**Run 1: sequential cells coloured by netlist name**

Other sequential cells in the stronger grey, the rest of the logic in the fainter grey.
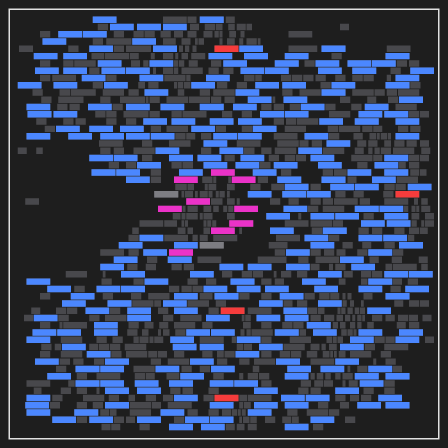
**Run 1: met2 routing**

Cells faint in the background.
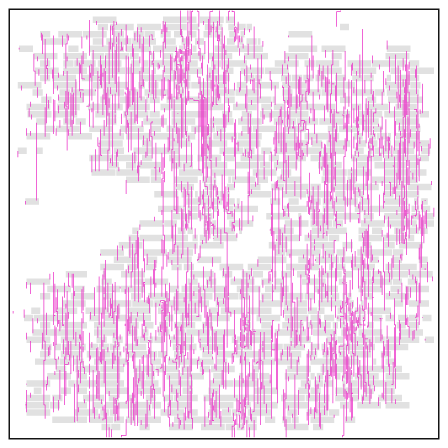
**Run 1: metal 1**

Supply wires on this layer in grey. Cells faint in the background.
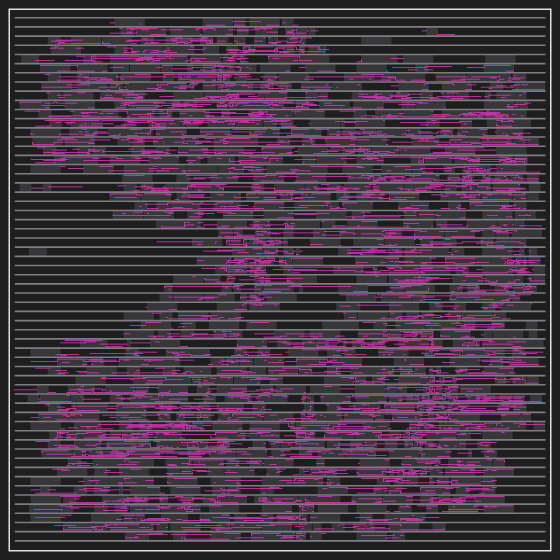
**Run 1: port wiring**

The bar under the picture is 50 um long.
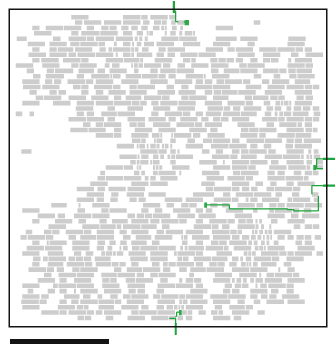
$ cat config.mk
export PLATFORM = sky130hd
export DESIGN_NAME = bel_slice
export DESIGN_NICKNAME = d
export VERILOG_FILES = /design/src/rtl/bel_slice.sv
export SDC_FILE = /design/constraint.sdc
export NUM_CORES = 1
export LEC_CHECK = 0
export CAP_MARGIN = 20
export CORE_UTILIZATION = 52
export CTS_CLUSTER_SIZE = 25
export DETAILED_ROUTE_END_ITERATION = 8
export MAX_ROUTING_LAYER = met4
export PLACE_DENSITY = 0.78
export SYNTH_ARGS = -nofsm -noshare
export SYNTH_HDL_FRONTEND = slang
export SYNTH_SLANG_ARGS = --single-unit
$ cat constraint.sdc
create_clock -name clk -period 4.9 [get_ports clk]
set_clock_uncertainty 0.05 [all_clocks]
set_input_delay 0.98 -clock clk [delete_from_list [all_inputs] [get_ports clk]]
set_output_delay 0.98 -clock clk [all_outputs]
set_load 0.05 [all_outputs]
$ cat src/rtl/bel_slice.sv
// Slice of N_BELS LUT+FF cells sharing one serial configuration chain.
// Outputs are gated low until a complete configuration session has been shifted in.
module bel_slice #(
   parameter int unsigned INPUT_WIDTH = 6,
   parameter int unsigned N_BELS      = 4
) (
   input  logic                          clk,
   input  logic                          rst,
   input  logic                          prog_en,
   input  logic                          prog_in,
   output logic                          prog_out,
   output logic                          cfg_valid,
   input  logic [N_BELS*INPUT_WIDTH-1:0] bel_in,
   input  logic [N_BELS-1:0]             bel_ce,
   input  logic [N_BELS-1:0]             bel_sr,
   output logic [N_BELS-1:0]             bel_out
);

   localparam int unsigned K        = INPUT_WIDTH;
   localparam int unsigned LutBits  = 1 << K;
   localparam int unsigned W        = LutBits + 3;
   localparam int unsigned CFG_BITS = N_BELS * W;
   localparam int unsigned CntW     = $clog2(CFG_BITS + 1);

   logic [CFG_BITS-1:0] cfg_q, cfg_d;
   logic [CntW-1:0]     prog_cnt_q, prog_cnt_d;
   logic                in_session_q, in_session_d;
   logic                prog_en_prev_q, prog_en_prev_d;
   logic [N_BELS-1:0]   ff_q, ff_d;

   logic [N_BELS-1:0]   lut_out;
   logic [N_BELS-1:0]   out_sel;
   logic [N_BELS-1:0]   ff_init;
   logic [N_BELS-1:0]   ff_init_nxt;
   logic [N_BELS-1:0]   ce_en;

   for (genvar b = 0; b < N_BELS; b++) begin : g_cell
      logic [LutBits-1:0] table_b;
      assign table_b        = cfg_q[b*W +: LutBits];
      assign lut_out[b]     = table_b[bel_in[b*K +: K]];
      assign out_sel[b]     = cfg_q[b*W + LutBits];
      assign ff_init[b]     = cfg_q[b*W + LutBits + 1];
      assign ce_en[b]       = cfg_q[b*W + LutBits + 2];
      // While shifting, the FF tracks the init bit of the config being loaded.
      assign ff_init_nxt[b] = cfg_d[b*W + LutBits + 1];
   end

   always_comb begin
      cfg_d          = cfg_q;
      prog_cnt_d     = prog_cnt_q;
      in_session_d   = in_session_q;
      prog_en_prev_d = prog_en;
      if (prog_en) begin
         cfg_d = {cfg_q[CFG_BITS-2:0], prog_in};
         if (!prog_en_prev_q) begin
            prog_cnt_d   = CntW'(1);
            in_session_d = 1'b1;
         end else if (prog_cnt_q != CntW'(CFG_BITS)) begin
            prog_cnt_d = prog_cnt_q + CntW'(1);
         end
      end
   end

   always_comb begin
      ff_d = ff_q;
      for (int b = 0; b < N_BELS; b++) begin
         if (prog_en) begin
            ff_d[b] = ff_init_nxt[b];
         end else if (bel_sr[b]) begin
            ff_d[b] = ff_init[b];
         end else if (!ce_en[b] || bel_ce[b]) begin
            ff_d[b] = lut_out[b];
         end
      end
   end

   always_ff @(posedge clk or negedge rst) begin
      if (!rst) begin
         cfg_q          <= '0;
         prog_cnt_q     <= '0;
         in_session_q   <= 1'b0;
         prog_en_prev_q <= 1'b0;
         ff_q           <= '0;
      end else begin
         cfg_q          <= cfg_d;
         prog_cnt_q     <= prog_cnt_d;
         in_session_q   <= in_session_d;
         prog_en_prev_q <= prog_en_prev_d;
         ff_q           <= ff_d;
      end
   end

   assign prog_out  = cfg_q[CFG_BITS-1];
   assign cfg_valid = (prog_cnt_q == CntW'(CFG_BITS)) && !prog_en && in_session_q;

   always_comb begin
      bel_out = '0;
      for (int b = 0; b < N_BELS; b++) begin
         bel_out[b] = cfg_valid & (out_sel[b] ? ff_q[b] : lut_out[b]);
      end
   end

endmodule

==> flow_metrics.tcl, run 1 <==
# yosys + openroad results
set metrics [dict create \
    antenna_found_initial 0 \
    peakVddDrop_mv 0.264 \
    clock.fmax_mhz 223 \
    status "complete, no violations" \
    clockBufferDepth 3 \
    min-delay-start "in_session_q$_DFFE_PN0P_" \
    die_width_um 160 \
    worst-path-stages 8 \
    crit_end "bel_out[3]" \
    syn-num-nets 892 \
    ys_seq_share_pct 54.5 \
    start_kind "input pin" \
    root_buffer "clkbuf_16" \
    dp_hpwl_mm 14.3 \
    ys_area_mm2 0.0130 \
    diodes 0 \
    finalSetupViolCount 0 \
    wl_per_cell_um 18.1 \
    critPathMaxFanout 10 \
    top_usage_layer "met2" \
    io_buffer_count 41 \
    met1_length_mm 10.5 \
    rrSetupSlack_ns 2.90 \
    ys.flops 283 \
    clkSlewWorstSetupHoldPaths_ns 0.06 \
    yosys_cells 854 \
    crit_chain "clkdlybuf4s50_1 > buf_4 > mux4_2 > mux2i_1 > or3_1 > a41o_1 > o31ai_1 > buf_4" \
    synth_area_mm2 0.0130 \
    crit_arrival_ns 3.46 \
    hold_violations 0 \
]
-- 'sequential cells coloured by netlist name' (at the start) --
- red: ff_q (placed flops 4)
- blue: cfg_q (placed flops 268; where widely spread)
- magenta: prog_cnt_q (placed flops 9; where centre)

-- 'met2 routing' (at the start) --
- wire length on this layer: 10600 um
- share of all routed wire: 48%
Vias: 7155
met2 Usage GRT: 29.1%
final wirelength: 22.3 mm

-- 'metal 1' (at the start) --
- longest straight run: 32.2 um
- share of all routed wire: 47%
met1 usage: 25.9%

-- 'port wiring' (at the start) --
- green: bel_ce (bits 4; direction input; edge 2 east, 1 north, 1 south; end cells 4; buffers 4; wire 111 um)

-- run 1: worst register-to-register path, cell delays in order, from the launching register on --
cell and delay, ns:
dfrtp_1 0.40, mux4_2 0.47, mux2i_1 0.15, mux2i_1 0.09, a2111oi_1 0.43, a41o_1 0.20
a21oi_1 0.08
-- run 1: registers in the layout (all words and copies together), names as in the netlist --
signal / count
cfg_q: 268
ff_q: 4
in_session_q: 1
prog_cnt_q: 9
prog_en_prev_q: 1
-- run 1: cell families (layout without fill, tap and decap cells) --
kind of cell / after synthesis / count (layout) / share of synthesized area (%)
AOI/OAI and AO/OA: 49 / 49 / 2.79
xor gates and xnor gates: 7 / 7 / 0.472
adders and majority gates: 2 / 2 / 0.193
buffers and inverters: 62 / 116 / 2.43
DFF: 283 / 283 / 54.5
muxes: 365 / 365 / 36.1
and+or+nand+nor: 86 / 86 / 3.48
-- run 1: where the power goes --
group	internal, mW	total, mW	switching (mW)	leakage, nW
combinational	0.258	0.467	0.209	2.67
clock	1.29	2.17	0.873	0.460
sequential	2.47	2.58	0.106	3.89
total	4.02	5.21	1.19	7.02
-- run 1: synth_stat cells (6+ instances only) --
library cell / number / area, um^2
mux2_2: 272 / 3060
clkbuf_1: 32 / 120
a22oi_1: 6 / 45.0
nand2_1: 16 / 60.1
mux4_1: 6 / 158
nand3_1: 14 / 70.1
nand2b_1: 6 / 37.5
buf_2: 11 / 55.1
inv_1: 9 / 33.8
mux4_2: 48 / 1080
nor2_1: 16 / 60.1
nor3_1: 6 / 30.0
a21oi_1: 13 / 65.1
nor2b_1: 7 / 43.8
mux2i_1: 39 / 390
nand3b_1: 6 / 45.0
dfrtp_1: 283 / 7080
-- run 1: cell usage in the layout (no fill, tap or decap), types with 3 or more instances in the layout --
| master | count |
|---|---|
| a21oi_1 | 13 |
| a221oi_1 | 3 |
| a22oi_1 | 6 |
| a311oi_1 | 3 |
| buf_4 | 20 |
| clkbuf_1 | 6 |
| clkbuf_16 | 29 |
| clkbuf_8 | 7 |
| clkdlybuf4s50_1 | 34 |
| clkinv_2 | 3 |
| dfrtp_1 | 283 |
| inv_1 | 9 |
| mux2_2 | 272 |
| mux2i_1 | 39 |
| mux4_1 | 6 |
| mux4_2 | 48 |
| nand2_1 | 16 |
| nand2b_1 | 6 |
| nand3_1 | 14 |
| nand3b_1 | 6 |
| nand4_1 | 5 |
| nor2_1 | 16 |
| nor2b_1 | 7 |
| nor3_1 | 6 |
| o31ai_1 | 4 |
| or3_1 | 3 |
| xor2_1 | 5 |
-- run 1: layout make-up --
cell class / instances / area, um^2 / area share (%)
clock inverter: 8 / 98.8 / 0.677
inverter: 9 / 33.8 / 0.231
timing repair buffer: 57 / 541 / 3.70
multi-input combinational: 509 / 5590 / 38.3
sequential: 283 / 7080 / 48.5
clock buffer: 42 / 845 / 5.79
tap: 324 / 405 / 2.78
-- run 1: metrics by stage --
step,total power [mW],instance area (um^2),cells,setup WS (ns)
after floorplan,2.92,13000,854,0.599
after global placement,3.07,13700,1182,0.430
after detailed placement,3.09,13700,1182,0.402
after CTS,5.28,14600,1232,0.399
after global routing,5.43,14600,1232,0.296
final,5.21,14600,1232,0.407
==> run 2, diff against run 1 <==
Settings changed: CORE_MARGIN from default to 2, GPL_TIMING_DRIVEN from default to 0.
==> run 2 against run 1 <==
Effect of this change: area after synthesis stayed put; first-iteration DRC count grew 30%; clock power is 9% higher; cell count rose by 2.6%; largest power group unchanged.
==> flow_metrics.tcl, run 2 <==
# yosys + openroad results
set metrics [dict create \
    seqPwrFrac_pct 47.6 \
    compound_area_share_pct 2.79 \
    yosysMostFrequentCell "dfrtp_1" \
    clockBufferDepth 3 \
    synth-adder-area-share_pct 0.193 \
    syn-num-nets 892 \
    yosys-top-cells-count "283 x dfrtp_1, 272 x mux2_2, 48 x mux4_2, 39 x mux2i_1, 32 x clkbuf_1" \
    largest_register_ffs 268 \
    status "complete, no violations" \
    internal-power_mw 4.18 \
    finalSetupViolCount 0 \
    critPathMaxFanout 10 \
    start_kind "input pin" \
    die_width_um 162 \
    hold_violations 0 \
    combPwrFrac_pct 8.8 \
    ys_area_mm2 0.0130 \
    layout_top_cells "283 x dfrtp_1, 272 x mux2_2, 48 x mux4_2" \
    crit_arrival_ns 3.68 \
    ys_top_logic_family "multiplexers" \
    root_buffer "clkbuf_16" \
    yosys-mux-area-fraction_pct 36.1 \
    netSwitchingPower_mw 1.22 \
    final_area_mm2 0.0148 \
    setup_ws_ns 0.189 \
    yosys_cells 854 \
    antenna_found_initial 1 \
    xor_area_share_pct 0.472 \
    top_register "cfg_q" \
    place_ws_ns -0.155 \
    ys.flops 283 \
    synth_area_mm2 0.0130 \
    io_buffer_count 29 \
    clkPwrFrac_pct 43.6 \
    clock.fmax_mhz 212 \
]
[run 2: worst max-delay path by stage]
stage                        endpoint  slack, ns  depth (start not counted)  startpoint
3_3_place_gp   cfg_q[164]$_DFFE_PN0P_      -9.14                          1         rst
2_1_floorplan              bel_out[2]       0.60                          8  bel_in[12]
4_1_cts                    bel_out[2]       0.17                          9  bel_in[14]
5_1_grt                    bel_out[0]       0.04                          9   bel_in[4]
3_5_place_dp               bel_out[1]      -0.16                          9   bel_in[8]
6_report                   bel_out[1]       0.19                          9   bel_in[8]
[run 2: area by class of cell]
class	count	area (um^2)	area share (%)
flip-flops and latches	283	7080	47.9
clock inverters	15	208	1.40
well taps	324	405	2.74
plain buffers	53	282	1.90
multi-input cells	509	5590	37.8
diodes	1	2.50	0.0169
clock buffers	39	833	5.64
inverters	9	33.8	0.228
repair buffers	31	349	2.36
[run 2: repair_timing]
item	in CTS	in global routing
hold endpoints to repair	0	0
resized	1	0
setup endpoints to repair	1	0
[run 2: cell families (layout without fill, tap and decap cells)]
logic type,after synthesis,count (layout)
AOI/OAI and AO/OA,49,49
xor gates and xnor gates,7,7
adders and majority gates,2,2
buffers and inverters,62,147
DFF,283,283
muxes,365,365
other,0,1
and+or+nand+nor,86,86
[run 2: critical path, stage by stage]
cell and delay [ns]:
clkdlybuf4s50_1 0.61, buf_2 0.30, mux2i_1 0.11, a31oi_1 0.18
nand4_1 0.15, o2111ai_1 0.21, nand4_1 0.19, o31ai_1 0.37
dlygate4sd2_1 0.58
[run 2: per-stage QoR]
step / util (%) / hold slack (ns) / instances
after floorplan: - / 0.385 / 854
after global placement: 56.1 / 0.409 / 1207
after detailed placement: 56.4 / 0.407 / 1209
after CTS: 60.6 / 0.400 / 1263
after global routing: 60.6 / 0.425 / 1264
final: 60.6 / 0.367 / 1264
[run 2: metal layers]
metal	routed length, um	track usage, %
met5	0	-
met4	399	4.59
met3	995	3.24
met2	11400	30.4
met1	10600	26.0
[run 2: power by group through the flow]
| stage | clock network (mW) | logic (mW) | registers, mW |
|---|---|---|---|
| after CTS | 2.41 | 0.487 | 2.57 |
| final | 2.36 | 0.477 | 2.57 |
| after global routing | 2.51 | 0.524 | 2.59 |
| after floorplan | 0 | 0.345 | 2.57 |
| after detailed placement | 0 | 0.482 | 2.61 |
| after global placement | 0 | 0.465 | 2.61 |
**Run 2: metal 1**

Supply wires on this layer in grey. Cells faint in the background.
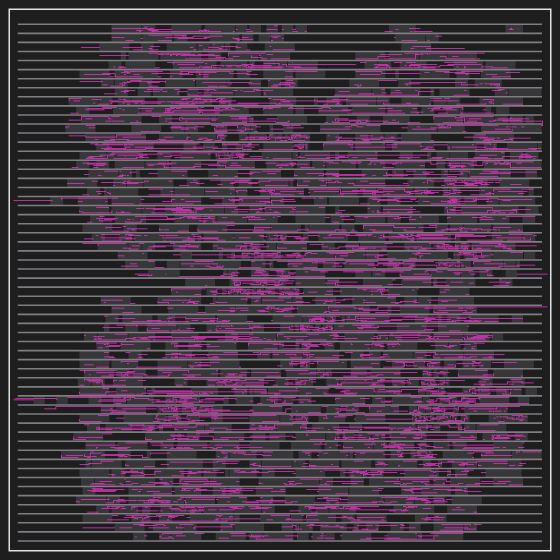
- share of all routed wire: 45%
- nets with wire on the layer: 881
- main direction: horizontal
final wirelength: 23.4 mm
Vias: 7270
met1 usage: 26.0%

==> run 3, diff against run 2 <==
Settings changed: TNS_END_PERCENT from default to 100.
Clock period 4.9 ns to 5.3 ns, I/O delays scaled along.
==> run 3 against run 2 <==
Effect of this change: cell count did not move; sequential power shrank 7%; clock power is 8% lower; non-clock buffer count unchanged; synthesized cell count did not move; power shrank 7.5%; first-iteration DRC count did not move; clock-buffer cell count is the same; area after synthesis unchanged; global-route usage unchanged; die area unchanged; cell area is essentially flat.
==> flow_metrics.tcl, run 3 <==
# yosys + openroad results
set metrics [dict create \
    layout.cells.non_filler 1264 \
    worst-path-stages 9 \
    setup_ws_ns 0.440 \
    clockBufferDepth 3 \
    wl_mm 23.4 \
    finalSetupViolCount 0 \
    clock.fmax_mhz 206 \
    crit_chain "buf_4 > buf_2 > mux4_2 > mux2i_1 > nor3b_1 > a2111oi_1 > a41o_1 > o31ai_1 > clkdlybuf4s50_1" \
    ys_area_mm2 0.0130 \
    slowest_stage "clkdlybuf4s50_1" \
    critPathMaxFanout 10 \
    xor_area_share_pct 0.472 \
    yosys_cells 854 \
    ys_top_logic_family "multiplexers" \
    crit_arrival_ns 3.75 \
    place_ws_ns 0.0850 \
    cp_slowest_stage_delay_ns 0.89 \
    layout_top_cells "283 x dfrtp_1, 272 x mux2_2, 48 x mux4_2" \
    synth-adder-area-share_pct 0.193 \
    start_kind "input pin" \
    clkPwrFrac_pct 43.6 \
    status "complete, no violations" \
    path_buffers 3 \
    post-place-cells 1209 \
]
run 3: logic make-up (layout without fill, tap and decap cells):
family | Yosys count | count (layout)
multiplexers | 365 | 365
flip-flops | 283 | 283
AND/OR/NAND/NOR | 86 | 86
buffers and inverters | 62 | 147
AND-OR/OR-AND | 49 | 49
XOR/XNOR | 7 | 7
adder cells (fa/ha/maj) | 2 | 2
other | 0 | 1
run 3: path summary, 6_finish.rpt:
check	from	end	slack [ns]
setup / recovery	bel_in[14]	bel_out[2]	0.44
hold / removal	in_session_q$_DFFE_PN0P_	in_session_q$_DFFE_PN0P_	0.43
setup reg to reg	cfg_q[155]$_DFFE_PN0P_	ff_q[2]$_DFFE_PN0P_	3.25
hold reg to reg	in_session_q$_DFFE_PN0P_	in_session_q$_DFFE_PN0P_	0.43
max in group asynchronous	rst	cfg_q[199]$_DFF_PN0_	3.80
min in group asynchronous	rst	cfg_q[249]$_DFFE_PN0P_	0.45
run 3: stage by stage:
| stage | hold WS, ns | instance area [um^2] | util, % |
|---|---|---|---|
| floorplan | 0.385 | 13000 | - |
| global placement | 0.409 | 13700 | 56.1 |
| detailed placement | 0.407 | 13700 | 56.4 |
| CTS | 0.427 | 14800 | 60.6 |
| global route | 0.449 | 14800 | 60.6 |
| finish | 0.428 | 14800 | 60.6 |
run 3: layout make-up:
type,instances,area [um^2]
Antenna cell,1,2.50
Buffer,53,282
Clock buffer,39,833
Clock inverter,15,208
Fill cell,1837,9600
Inverter,9,33.8
Multi-Input combinational cell,509,5590
Sequential cell,283,7080
Tap cell,324,405
Timing Repair Buffer,31,353
run 3: power by group through the flow:
stage / registers [mW] / logic, mW / clock network (mW)
final: 2.38 / 0.441 / 2.18
after global routing: 2.40 / 0.485 / 2.32
after CTS: 2.38 / 0.450 / 2.23
after detailed placement: 2.41 / 0.446 / 0
after global placement: 2.41 / 0.430 / 0
after floorplan: 2.38 / 0.319 / 0
run 3: layer usage:
metal	vias up	global-route usage (%)	routed length [um]
met1	3787	26.0	10600
met3	33	3.24	982
met5	-	-	0
met2	111	30.4	11400
met4	0	4.59	392
li1	3327	-	-
**Run 3: routing congestion**

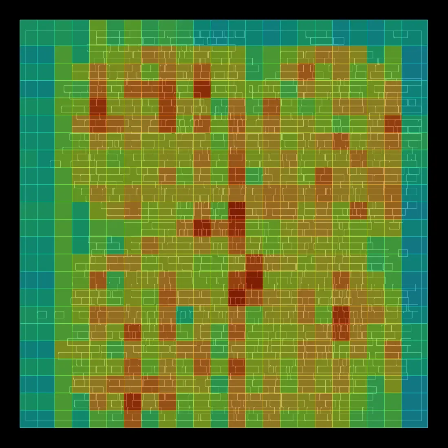
fin util: 60.6%
M3 GR Usage: 3.24%
DR WL/cell: 18.5 um
met2 Usage GRT: 30.4%
gr busiest metal: met2

Power figures rest on the tool's default switching activity, not on a simulated workload.
